[src/rtl/rs_station.sv]
// Reservation station for one functional-unit class: buffers renamed instructions, wakes sources
// from CDB broadcasts, issues one ready entry per cycle. Define RS_AGE_SELECT_EN for oldest-first.
module rs_station #(
  parameter int unsigned DEPTH     = 8,
  parameter int unsigned TAG_W     = 5,
  parameter int unsigned PAYLOAD_W = 64
) (
  input  logic                       clk_i,
  input  logic                       reset_i,
  input  logic                       flush_i,
  input  logic                       alloc_valid_i,
  output logic                       alloc_ready_o,
  input  logic [PAYLOAD_W-1:0]       alloc_payload_i,
  input  logic [TAG_W-1:0]           alloc_prs1_i,
  input  logic [TAG_W-1:0]           alloc_prs2_i,
  input  logic [TAG_W-1:0]           alloc_prd_i,
  input  logic                       alloc_prs1_rdy_i,
  input  logic                       alloc_prs2_rdy_i,
  input  logic                       cdb_en_i,
  input  logic [TAG_W-1:0]           cdb_tag_i,
  output logic                       issue_valid_o,
  input  logic                       issue_ready_i,
  output logic [PAYLOAD_W-1:0]       issue_payload_o,
  output logic [TAG_W-1:0]           issue_prs1_o,
  output logic [TAG_W-1:0]           issue_prs2_o,
  output logic [TAG_W-1:0]           issue_prd_o,
  output logic [$clog2(DEPTH):0]     count_o
);
  localparam int unsigned IW = $clog2(DEPTH);
  localparam int unsigned CW = IW + 1;

  logic [DEPTH-1:0]     valid_q, valid_d, rdy1_q, rdy1_d, rdy2_q, rdy2_d;
  logic [TAG_W-1:0]     prs1_q [DEPTH];
  logic [TAG_W-1:0]     prs1_d [DEPTH];
  logic [TAG_W-1:0]     prs2_q [DEPTH];
  logic [TAG_W-1:0]     prs2_d [DEPTH];
  logic [TAG_W-1:0]     prd_q [DEPTH];
  logic [TAG_W-1:0]     prd_d [DEPTH];
  logic [PAYLOAD_W-1:0] payload_q [DEPTH];
  logic [PAYLOAD_W-1:0] payload_d [DEPTH];
  logic [CW-1:0]        count_q, count_d;

  logic [DEPTH-1:0] eligible;
  logic [IW-1:0]    sel_idx, free_idx;
  logic             sel_found;
  logic             alloc_fire, issue_fire;

  assign eligible = valid_q & rdy1_q & rdy2_q;

`ifdef RS_AGE_SELECT_EN
  // older_q[i] has bit j set when entry j was allocated before entry i.
  logic [DEPTH-1:0] older_q [DEPTH];
  logic [DEPTH-1:0] older_d [DEPTH];

  always_comb begin
    sel_found = 1'b0;
    sel_idx   = '0;
    for (int i = 0; i < DEPTH; i++) begin
      if (!sel_found && eligible[i] && ((older_q[i] & eligible) == '0)) begin
        sel_found = 1'b1;
        sel_idx   = IW'(i);
      end
    end
  end
`else
  always_comb begin
    sel_found = 1'b0;
    sel_idx   = '0;
    for (int i = 0; i < DEPTH; i++) begin
      if (!sel_found && eligible[i]) begin
        sel_found = 1'b1;
        sel_idx   = IW'(i);
      end
    end
  end
`endif

  always_comb begin
    free_idx = '0;
    for (int i = DEPTH - 1; i >= 0; i--) begin
      if (!valid_q[i]) free_idx = IW'(i);
    end
  end

  assign alloc_ready_o   = (count_q != CW'(DEPTH)) && !reset_i && !flush_i;
  assign alloc_fire      = alloc_valid_i && alloc_ready_o;
  assign issue_valid_o   = sel_found && !reset_i;
  assign issue_fire      = issue_valid_o && issue_ready_i && !flush_i;
  assign issue_payload_o = payload_q[sel_idx];
  assign issue_prs1_o    = prs1_q[sel_idx];
  assign issue_prs2_o    = prs2_q[sel_idx];
  assign issue_prd_o     = prd_q[sel_idx];
  assign count_o         = reset_i ? '0 : count_q;

  always_comb begin
    valid_d = valid_q;
    rdy1_d  = rdy1_q;
    rdy2_d  = rdy2_q;
    for (int i = 0; i < DEPTH; i++) begin
      prs1_d[i]    = prs1_q[i];
      prs2_d[i]    = prs2_q[i];
      prd_d[i]     = prd_q[i];
      payload_d[i] = payload_q[i];
      if (cdb_en_i && valid_q[i] && (prs1_q[i] == cdb_tag_i)) rdy1_d[i] = 1'b1;
      if (cdb_en_i && valid_q[i] && (prs2_q[i] == cdb_tag_i)) rdy2_d[i] = 1'b1;
    end
    if (issue_fire) valid_d[sel_idx] = 1'b0;
    // The allocated slot was free, so it never collides with the issuing slot.
    if (alloc_fire) begin
      valid_d[free_idx]   = 1'b1;
      prs1_d[free_idx]    = alloc_prs1_i;
      prs2_d[free_idx]    = alloc_prs2_i;
      prd_d[free_idx]     = alloc_prd_i;
      payload_d[free_idx] = alloc_payload_i;
      rdy1_d[free_idx]    = alloc_prs1_rdy_i || (alloc_prs1_i == '0) ||
                            (cdb_en_i && (cdb_tag_i == alloc_prs1_i));
      rdy2_d[free_idx]    = alloc_prs2_rdy_i || (alloc_prs2_i == '0) ||
                            (cdb_en_i && (cdb_tag_i == alloc_prs2_i));
    end
    count_d = count_q + CW'(alloc_fire) - CW'(issue_fire);
    if (flush_i) begin
      valid_d = '0;
      count_d = '0;
    end
  end

`ifdef RS_AGE_SELECT_EN
  always_comb begin
    for (int i = 0; i < DEPTH; i++) begin
      older_d[i] = older_q[i];
      if (alloc_fire) older_d[i][free_idx] = 1'b0;
      if (flush_i) older_d[i] = '0;
    end
    if (alloc_fire && !flush_i) older_d[free_idx] = valid_q;
  end

  always_ff @(posedge clk_i) begin
    for (int i = 0; i < DEPTH; i++) begin
      if (reset_i) older_q[i] <= '0;
      else         older_q[i] <= older_d[i];
    end
  end
`endif

  always_ff @(posedge clk_i) begin
    if (reset_i) begin
      valid_q <= '0;
      count_q <= '0;
    end else begin
      valid_q <= valid_d;
      count_q <= count_d;
    end
  end

  always_ff @(posedge clk_i) begin
    rdy1_q <= rdy1_d;
    rdy2_q <= rdy2_d;
    for (int i = 0; i < DEPTH; i++) begin
      prs1_q[i]    <= prs1_d[i];
      prs2_q[i]    <= prs2_d[i];
      prd_q[i]     <= prd_d[i];
      payload_q[i] <= payload_d[i];
    end
  end

endmodule

[config.mk]
export PLATFORM = sky130hd
export DESIGN_NAME = rs_station
export DESIGN_NICKNAME = d
export VERILOG_FILES = /design/src/rtl/rs_station.sv
export SDC_FILE = /design/constraint.sdc
export NUM_CORES = 1
export LEC_CHECK = 0
export CAP_MARGIN = 5
export CORE_MARGIN = 5
export CORE_UTILIZATION = 30
export DETAILED_ROUTE_END_ITERATION = 12
export HOLD_SLACK_MARGIN = 0.12
export PLACE_DENSITY = 0.5
export SYNTH_ARGS = -nofsm -noshare
export SYNTH_HDL_FRONTEND = slang
export SYNTH_SLANG_ARGS = --single-unit
[constraint.sdc]
create_clock -name clk_i -period 8 [get_ports clk_i]
set_input_delay 1.2 -clock clk_i [delete_from_list [all_inputs] [get_ports clk_i]]
set_output_delay 1.2 -clock clk_i [all_outputs]
set_load 0.02 [all_outputs]
Figure 1. Routing congestion map (run 1).
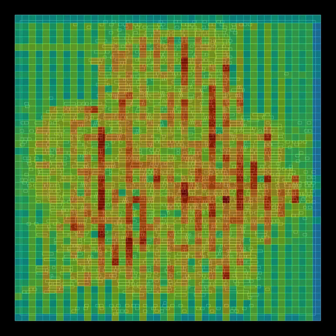
met1 layer usage reported by global route: 0.203
met2 Resource Use GR: 0.251

Figure 2. Metal layers overlaid (run 1).
Bar = 100 um.
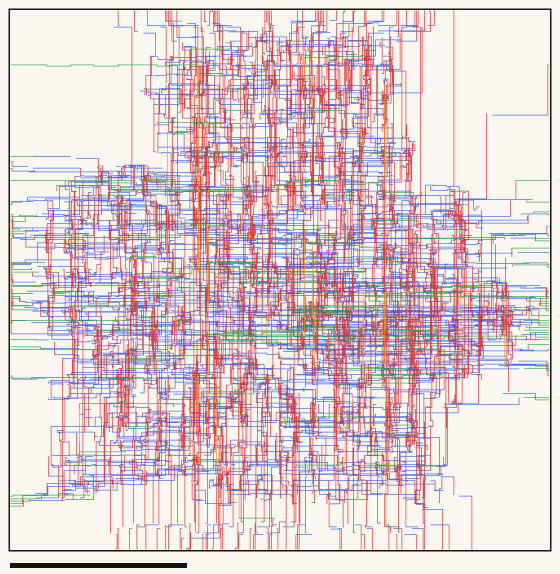
[orange] M4 | wire length: 1730 um
[red] M2 | wire length: 35.4 mm
[blue] M1 | wire length: 32.0 mm
[green] M3 | wire length: 4100 um

==> commit_impl_results.txt, run 1 <==
Store results of the implementation flow

* Run status: complete, no violations
* Placeable Area: 86500 um2
* Combinational fraction of the cell area: 0.194
- Startpoint of the worst hold path: rdy2_q[7]$_DFF_P_
* Share of layout cells above drive strength 1: 0.0816
- Library cell used as clock root buffer: sky130_fd_sc_hd__clkbuf_16
- Power share of the clock group: 0.445
- Horiz. Die Dim: 305 um
- Post-synthesis register bit count: 660
- Measured on the final layout, the clock distribution area share stands at 0.0734.
- Setup repair after global routing left no endpoint under its margin.
- In the layout the tool counted multi-input logic cells amounting to 887.
* Last weighted congestion value of the routability-driven placer: 0.855
- The share of total power dissipated in combinational logic is 0.031.
* Library cells used by synthesis: 50
- In the finished layout, the clock tree contains a buffer count of 97.
- Of the total power, registers draw 0.524.
* Buffer count from post-CTS setup fixing: 0
- Start-to-end type of the worst setup path: reg2out
- Final Skew: 0.0314 ns
- At the worst endpoint, the required time is 6.80 ns.
- Power Internal: 5790 uW
- For this run, the script counts the antenna cells in the layout as 3.
Figure 3. Gate-type map (run 1).
Bar = 100 um.
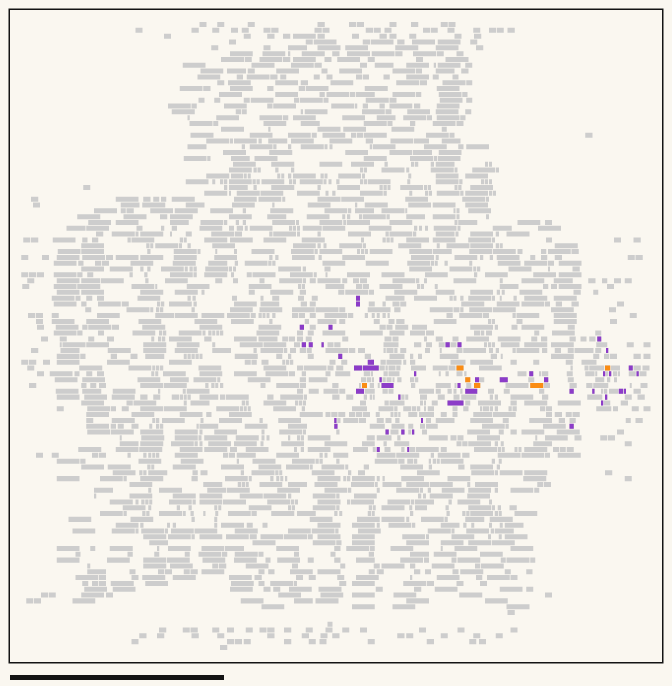
[purple] nor cells | cells: 46 | most used: nor2_1
[orange] non-inverting ao/oa cells | cells: 6 | most used: o21a_1

==> run 1 -> run 2 <==
Settings changed: PLACE_DENSITY 0.5 to 0.48.
Clock period 8 ns to 5.9 ns, I/O delays scaled along.
==> commit_impl_results.txt, run 2 <==
Store results of the implementation flow

* R2R setup slack: 2.58 ns
- The number of clock-tree buffers in the layout came to 100 (+3.1%).
- Number of multi-input combinational cells in the layout: 887 (unchanged)
* Combinational cell fraction of total power: 0.030 (about the same)
- Residual antenna-violating net count after detailed routing: 0
* Mux cell area share: 0.0350
- The final weighted congestion in routability-driven placement was 0.833 (-2.5%).
- Final Skew: 0.0262 ns (-0.00511 ns)
- Number of placement rows: 108
* Placeable Area: 86500 um2 (unchanged)
- Kind of start point of the critical path: register
- The number of clock buffers added by TritonCTS is 75.
- The met1 layer usage reported by global route was 0.213 (+0.00998).
- The number of unique standard cell types used by synthesis was 50 (unchanged).
- Total vias in the final route: 15.8k
- STA classifies the critical path endpoint as an output pin.
- The critical path is of the reg2out type.
- The number of warnings reported in the stage logs is 26.
- Share of layout cells above drive strength 1: 0.0871 (+0.00547)
* Library cell used as clock root buffer: sky130_fd_sc_hd__clkbuf_16
* Synth warnings: 0
- Summed over all combinational cells, the power is 302 uW.
- The post-CTS setup repair buffer count is 0 (unchanged).
* Power Internal: 7960 uW (+37%)
* Worst Path Required: 5.02 ns (-1.78 ns)
- Per the timing report, the biggest fanout along the worst path comes to 60.
* Horiz. Die Dim: 305 um (unchanged)
- Critical path buffers and inverters: 2
- Most popular library cell in the synthesized design by count: sky130_fd_sc_hd__edfxtp_1
- Setup violations remaining at the end of the flow were counted as 0.
* Number of antenna diodes: 2 (-1)
* Max-cap viol count: 0
- The first global-routing pass estimated 113000 um of wire.
- The cell-mix breakdown from Yosys lists the simple-gate area share as 0.0374.
* Power share of the clock group: 0.454 (+0.009)
* Run status: complete, no violations
* Unrepaired setup endpoints after global routing: false
- Routed wire length on met3: 4300 um
- Combinational fraction of the cell area: 0.192 (-0.00126)
- The area fraction of clock buffers and clock inverters came to 0.0753 (+0.00185).
- Cell count in the Yosys report: 1677
- The number of flip-flops and latches in the synthesized netlist came to 660 (unchanged).
- Looking at the max-slew report, the worst-margin pin has a slew of 1.06 ns.
- Synthesis handed over a netlist of 1677 instances.
* Max frequency: 195 MHz
Figure 4. Metal layers overlaid (run 2).
Bar = 100 um.
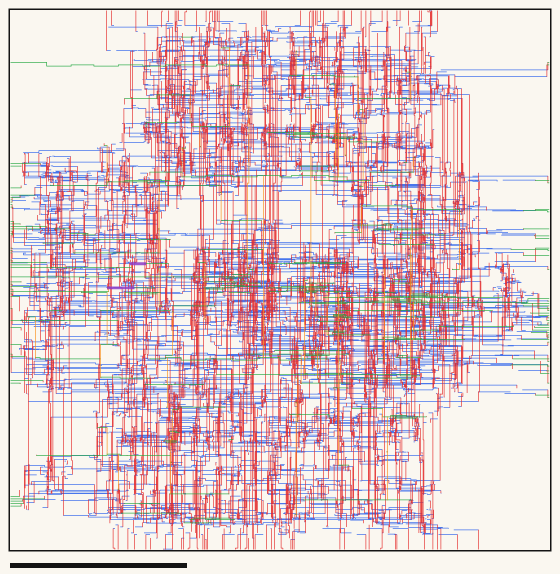
[blue] M1 | wire length: 33.4 mm
[orange] M4 | wire length: 1570 um
[purple] M5 | wire length: 21.2 um
[red] M2 | wire length: 37.8 mm
[green] M3 | wire length: 4300 um

Figure 5. Gate-type map (run 2).
Bar = 100 um.
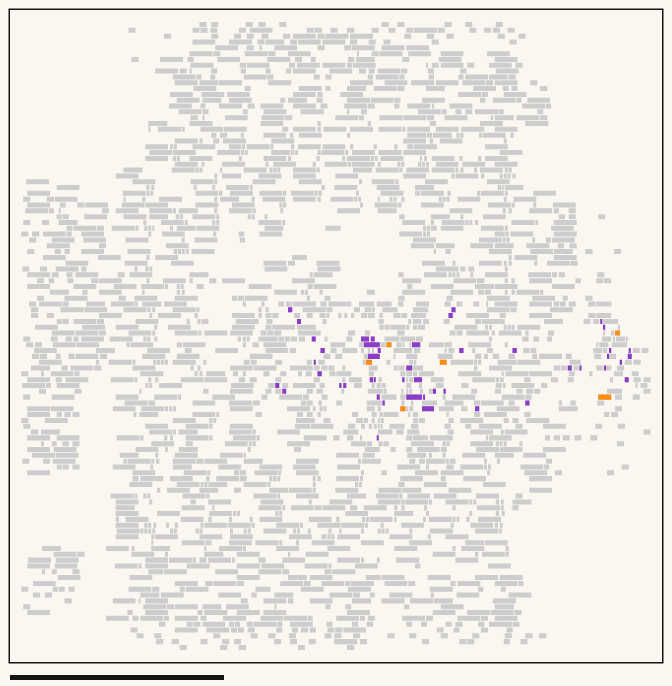
[purple] nor cells | cells: 46 | most used: nor2_1
[orange] non-inverting ao/oa cells | cells: 6 | most used: o21a_1

Figure 6. Routing congestion map (run 2).
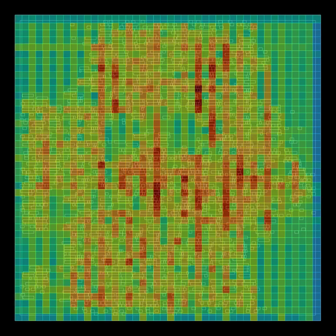
wire length per cell after detailed routing: 25.2 um
utilization of the core after routing: 0.366
met3 track utilization from global routing: 0.0306
met2 Resource Use GR: 0.272
highest-utilization routing layer at the global route stage: met2

Power is estimated from default activity; no workload was simulated.
